[config.mk]
export PLATFORM = sky130hd
export DESIGN_NAME = branch_ctrl
export DESIGN_NICKNAME = d
export VERILOG_FILES = /design/src/rtl/branch_ctrl.sv
export SDC_FILE = /design/constraint.sdc
export NUM_CORES = 1
export LEC_CHECK = 0
export CAP_MARGIN = 10
export CORE_MARGIN = 4
export CORE_UTILIZATION = 48
export CTS_CLUSTER_DIAMETER = 80
export DETAILED_ROUTE_END_ITERATION = 8
export GPL_ROUTABILITY_DRIVEN = 1
export PLACE_DENSITY = 0.9
export SYNTH_ARGS = -nofsm -noshare
export SYNTH_HDL_FRONTEND = slang
export SYNTH_SLANG_ARGS = --single-unit
[constraint.sdc]
create_clock -name clk -period 3.08 [get_ports clk]
set_input_delay 0.77 -clock clk [delete_from_list [all_inputs] [get_ports clk]]
set_output_delay 0.77 -clock clk [all_outputs]
set_load 0.03 [all_outputs]
[src/rtl/branch_ctrl.sv]
// branch_ctrl: sequencing controller for a conditional branch.
//   Accepts one branch request, drives an external comparator for one cycle,
//   reports taken/target/illegal, then squashes younger stages for
//   FLUSH_CYCLES cycles when the branch is taken.
// Ports:
//   clk, rst                 clock, synchronous active-high reset
//   br_valid / br_ready      request handshake (ready only in IDLE)
//   funct3, rs1_in, rs2_in   branch condition and operands
//   pc_in, imm_in            branch PC and sign-extended B-immediate
//   kill                     abort the in-flight branch (CMP/RESP only)
//   pc_write, br_un          comparator enable and unsigned select
//   data_rs1, data_rs2       captured operands to the comparator
//   br_eq, br_lt             comparator results
//   res_valid                one-cycle result strobe
//   res_taken, res_target    decision and next PC (held until next result)
//   res_illegal              funct3 was 010/011
//   flush                    squash window after a taken branch
//
// state | meaning
// IDLE  | waiting for a request, br_ready high
// CMP   | comparator enabled, decision registered at end of cycle
// RESP  | result strobe
// FLUSH | squash window, down-counter running

`ifndef REG_WIDTH
`define REG_WIDTH 32
`endif

module branch_ctrl #(
    parameter int REG_WIDTH    = `REG_WIDTH,
    parameter int FLUSH_CYCLES = 2
) (
    input  logic                 clk,
    input  logic                 rst,
    input  logic                 br_valid,
    output logic                 br_ready,
    input  logic [2:0]           funct3,
    input  logic [REG_WIDTH-1:0] rs1_in,
    input  logic [REG_WIDTH-1:0] rs2_in,
    input  logic [REG_WIDTH-1:0] pc_in,
    input  logic [REG_WIDTH-1:0] imm_in,
    input  logic                 kill,
    output logic                 pc_write,
    output logic                 br_un,
    output logic [REG_WIDTH-1:0] data_rs1,
    output logic [REG_WIDTH-1:0] data_rs2,
    input  logic                 br_eq,
    input  logic                 br_lt,
    output logic                 res_valid,
    output logic                 res_taken,
    output logic [REG_WIDTH-1:0] res_target,
    output logic                 res_illegal,
    output logic                 flush
);

    typedef enum logic [1:0] {IDLE, CMP, RESP, FLUSH} state_t;

    localparam logic [3:0] FLUSH_LOAD = 4'(FLUSH_CYCLES);

    state_t               state;
    logic [2:0]           f3_q;
    logic [REG_WIDTH-1:0] rs1_q;
    logic [REG_WIDTH-1:0] rs2_q;
    logic [REG_WIDTH-1:0] pc_q;
    logic [REG_WIDTH-1:0] imm_q;
    logic [3:0]           flush_cnt;
    logic                 cmp_taken;
    logic                 cmp_illegal;

    assign br_ready = (state == IDLE);
    assign pc_write = (state == CMP);
    assign br_un    = (state == CMP) && f3_q[1];
    assign flush    = (state == FLUSH);
    assign data_rs1 = rs1_q;
    assign data_rs2 = rs2_q;
    // kill landing on the RESP cycle must hide the strobe in that same cycle.
    assign res_valid = (state == RESP) && !kill;

    // funct3[2] selects the lt family, funct3[0] inverts the condition.
    always_comb begin
        cmp_illegal = (f3_q[2:1] == 2'b01);
        if (f3_q[2])
            cmp_taken = br_lt ^ f3_q[0];
        else if (f3_q[1])
            cmp_taken = 1'b0;
        else
            cmp_taken = br_eq ^ f3_q[0];
    end

    always_ff @(posedge clk) begin
        if (rst) begin
            state       <= IDLE;
            f3_q        <= '0;
            rs1_q       <= '0;
            rs2_q       <= '0;
            pc_q        <= '0;
            imm_q       <= '0;
            flush_cnt   <= '0;
            res_taken   <= 1'b0;
            res_target  <= '0;
            res_illegal <= 1'b0;
        end else begin
            case (state)
                IDLE: begin
                    if (br_valid) begin
                        f3_q  <= funct3;
                        rs1_q <= rs1_in;
                        rs2_q <= rs2_in;
                        pc_q  <= pc_in;
                        imm_q <= imm_in;
                        state <= CMP;
                    end
                end
                CMP: begin
                    if (kill) begin
                        state <= IDLE;
                    end else begin
                        res_taken   <= cmp_taken;
                        res_illegal <= cmp_illegal;
                        res_target  <= cmp_taken ? (pc_q + imm_q)
                                                 : (pc_q + REG_WIDTH'(4));
                        state       <= RESP;
                    end
                end
                RESP: begin
                    if (kill) begin
                        state <= IDLE;
                    end else if (res_taken) begin
                        flush_cnt <= FLUSH_LOAD;
                        state     <= FLUSH;
                    end else begin
                        state <= IDLE;
                    end
                end
                FLUSH: begin
                    // kill is ignored here; the window always runs to completion.
                    flush_cnt <= flush_cnt - 4'd1;
                    if (flush_cnt <= 4'd1) begin
                        flush_cnt <= '0;
                        state     <= IDLE;
                    end
                end
                default: state <= IDLE;
            endcase
        end
    end

endmodule

**Placement by cell class**

The bar under the picture is 50 um long.
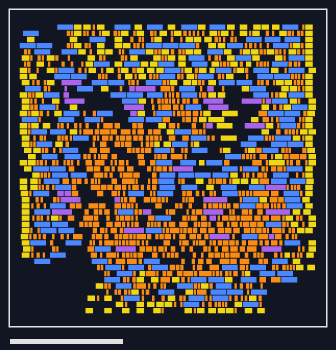
remaining buffers and delay cells -> yellow  # cells 251, share of their area 23%
clock drivers and dummy loads -> purple  # cells 32, share of their area 5.3%
combinational and other logic -> orange  # cells 841, share of their area 41%
sequential cells -> blue  # cells 171, share of their area 31%

**Placement view**

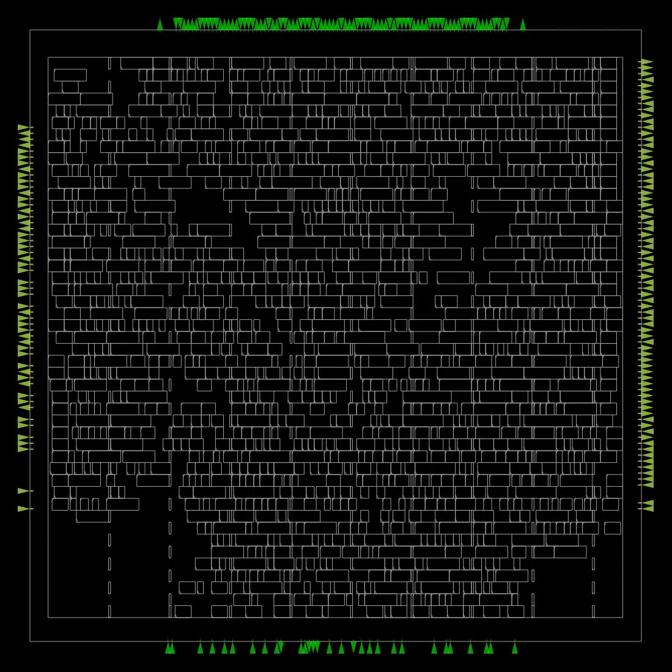
core footprint: 16,800 um2
Seq area share: 29.9%
number of tapcells: 220

**Clock distribution**

The bar under the picture is 50 um long.
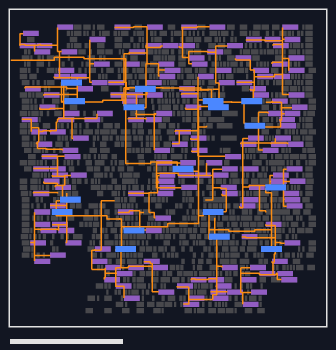
flip-flops -> purple  # count 171
clock wires -> orange  # length 2,050 um
clock drivers -> blue  # count 17
flops lie = widely spread
routed clock nets = 18
Clock power frac: 38.0%
clock skew: 0.00988 ns
reported clock group power: 2.15 mW
latest clock arrival within the worst-skew pair: 0.43 ns

==> results.toml <==
# implementation run metrics
[cells_and_area]
lay_top_cells = "nand2_1, clkdlybuf4s50_1, a21oi_1"
signal_buffers = 251
flop-count = 171
sh_comb_area_pct = 40.2
mostFrequentLayoutCell = "nand2_1"
nClkBuffers = 18
comb_area_um2 = 4610
inverters = 6
clk_share_pct = 5.15
register_area_um2 = 3420
largestClassByArea = "logic gates"
nets = 1454
buf_share_pct = 22.2
diodes = 0
n_fill_cell = 1405

[flow_run]
warning_count = 29
drv_cap = 0

[synthesis]
synth_cell_types = 57
synthCells = 1078
ys_warn_count = 0
ys_chip_area_um2 = 8300
yosys.area_share.simple_pct = 22.4
top_logic_kind = "simple AND/OR/NAND/NOR gates"
most_common_cell = "nand2_1"
edf_count = 0
ys.flops = 171
synth_area_leader_cell = "dfxtp_1"
synthXorXnorAreaFrac_pct = 5.80
compound_area_share_pct = 21.5
synth-main-ff-cell = "dfxtp_1"
ys_cells = 1078
syn_area_um2 = 8300
top_cells_by_count = "nand2_1, a21oi_1, dfxtp_1"
area_leaders = "dfxtp_1, nand2_1, a21oi_1"
yosysTopAreaCellShare_pct = 41.2
seq_area_frac_synth_pct = 41.2
ys_sh_mux_pct = 0.362
postSynthAreaPerCell_um2 = 7.70

[critical_path]
r2r_end = "res_target[20]"
endpoint = "res_target[20]"
path_max_fanout = 4
crit_path_start = "pc_q[0]"
rrSetupSlack_ns = 0.22
reg2regPathDepth = 10
path_class = "reg -> reg"
crit_required_ns = 3.38
arrival_ns = 3.16
end_kind = "flop"
crit_path_start_kind = "flop"
r2r_start = "pc_q[0]"

[sta]
hold_ws_ns = 0.454
setup_violations = 0
setup_tns_ns = 0
final-hold-violation-count = 0
finalCritPeriodShare_pct = 93.0
setup_slack_ns = 0.216
tightest_slew_ns = 0.781
drv_slew = 0
fmax_ghz = 0.349
period_minus_slack_ns = 2.86
rsz0062_at_grt = "no"

[floorplanning]
die_h_um = 140
die_w_um = 140
io_pins = 240
rows = 47
chipArea_um2 = 19500

[routing]
wl_um = 24500
vias_per_cell = 5.43
post-route-drc-count = 0
route.antenna.remaining_nets = 0
wire_per_inst_um = 16.2
drt-initial-drc-count = 470
dr.pass1.iters = 5
dr_total_vias = 8228

[cts]
cts_tree = "built"
h-tree-depth = 4
post-cts-setup-buffers = 0
root_buffer = "clkbuf_16"
cts_buffers = 17
cts_hold_buf = 0
path_clk_slew_ns = 0.07
clockBufferDepth = 2
cts-resized-gates = 0

[placed_design]
place_ws_ns = 0.256
dp_hpwl_um = 18000
port_buffers = 239
gp_congestion = 0.949
dp_cells = 1483

[global_routing]
first_global_vias = 7860
grt_pass1_wl_um = 39200
grtUsageTotal_pct = 24.4
antenna_found_initial = 0
grt_overflow = 0
grt_max_degree = 132

[pwr]
internal_power_mw = 4.03
comb_power_share_pct = 18.9
p_switching_mw = 1.62
peakVddDrop_mv = 0.418
pg_comb_mw = 1.07
cellLeakagePower_nw = 4.44
seq_power_share_pct = 43.1
top_power_group = "sequential cells"
powerDensity_nw_per_um2 = 492
switching_share_pct = 28.7

[status]
status = "finished clean"

[worst_hold_path]
worstHoldStart = "data_rs2[11]"
[critical path: stages, from the launching register on]
cell and delay [ns]:
dfxtp_1 0.32, ha_1 0.23, fa_1 0.41, a21o_1 0.23, a221oi_2 0.41, a21oi_1 0.17, o31ai_2 0.36, o31ai_2 0.15
xor2_1 0.16, a211oi_1 0.24, nor3_1 0.06
[stage by stage]
stage | cell area, um2 | util (%)
CTS | 11500 | 68.4
floorplan | 8300 | -
global route | 11500 | 68.4
detailed placement | 10900 | 64.9
global placement | 10900 | 64.9
finish | 11500 | 68.4
[metal layers]
layer  part of all wire [%]  track usage [%]
met1                     42             30.2
met3                    7.3             6.07
met2                     49             42.2
met4                    2.3             6.95
met5                      0                0
Power is estimated from default activity; no workload was simulated.
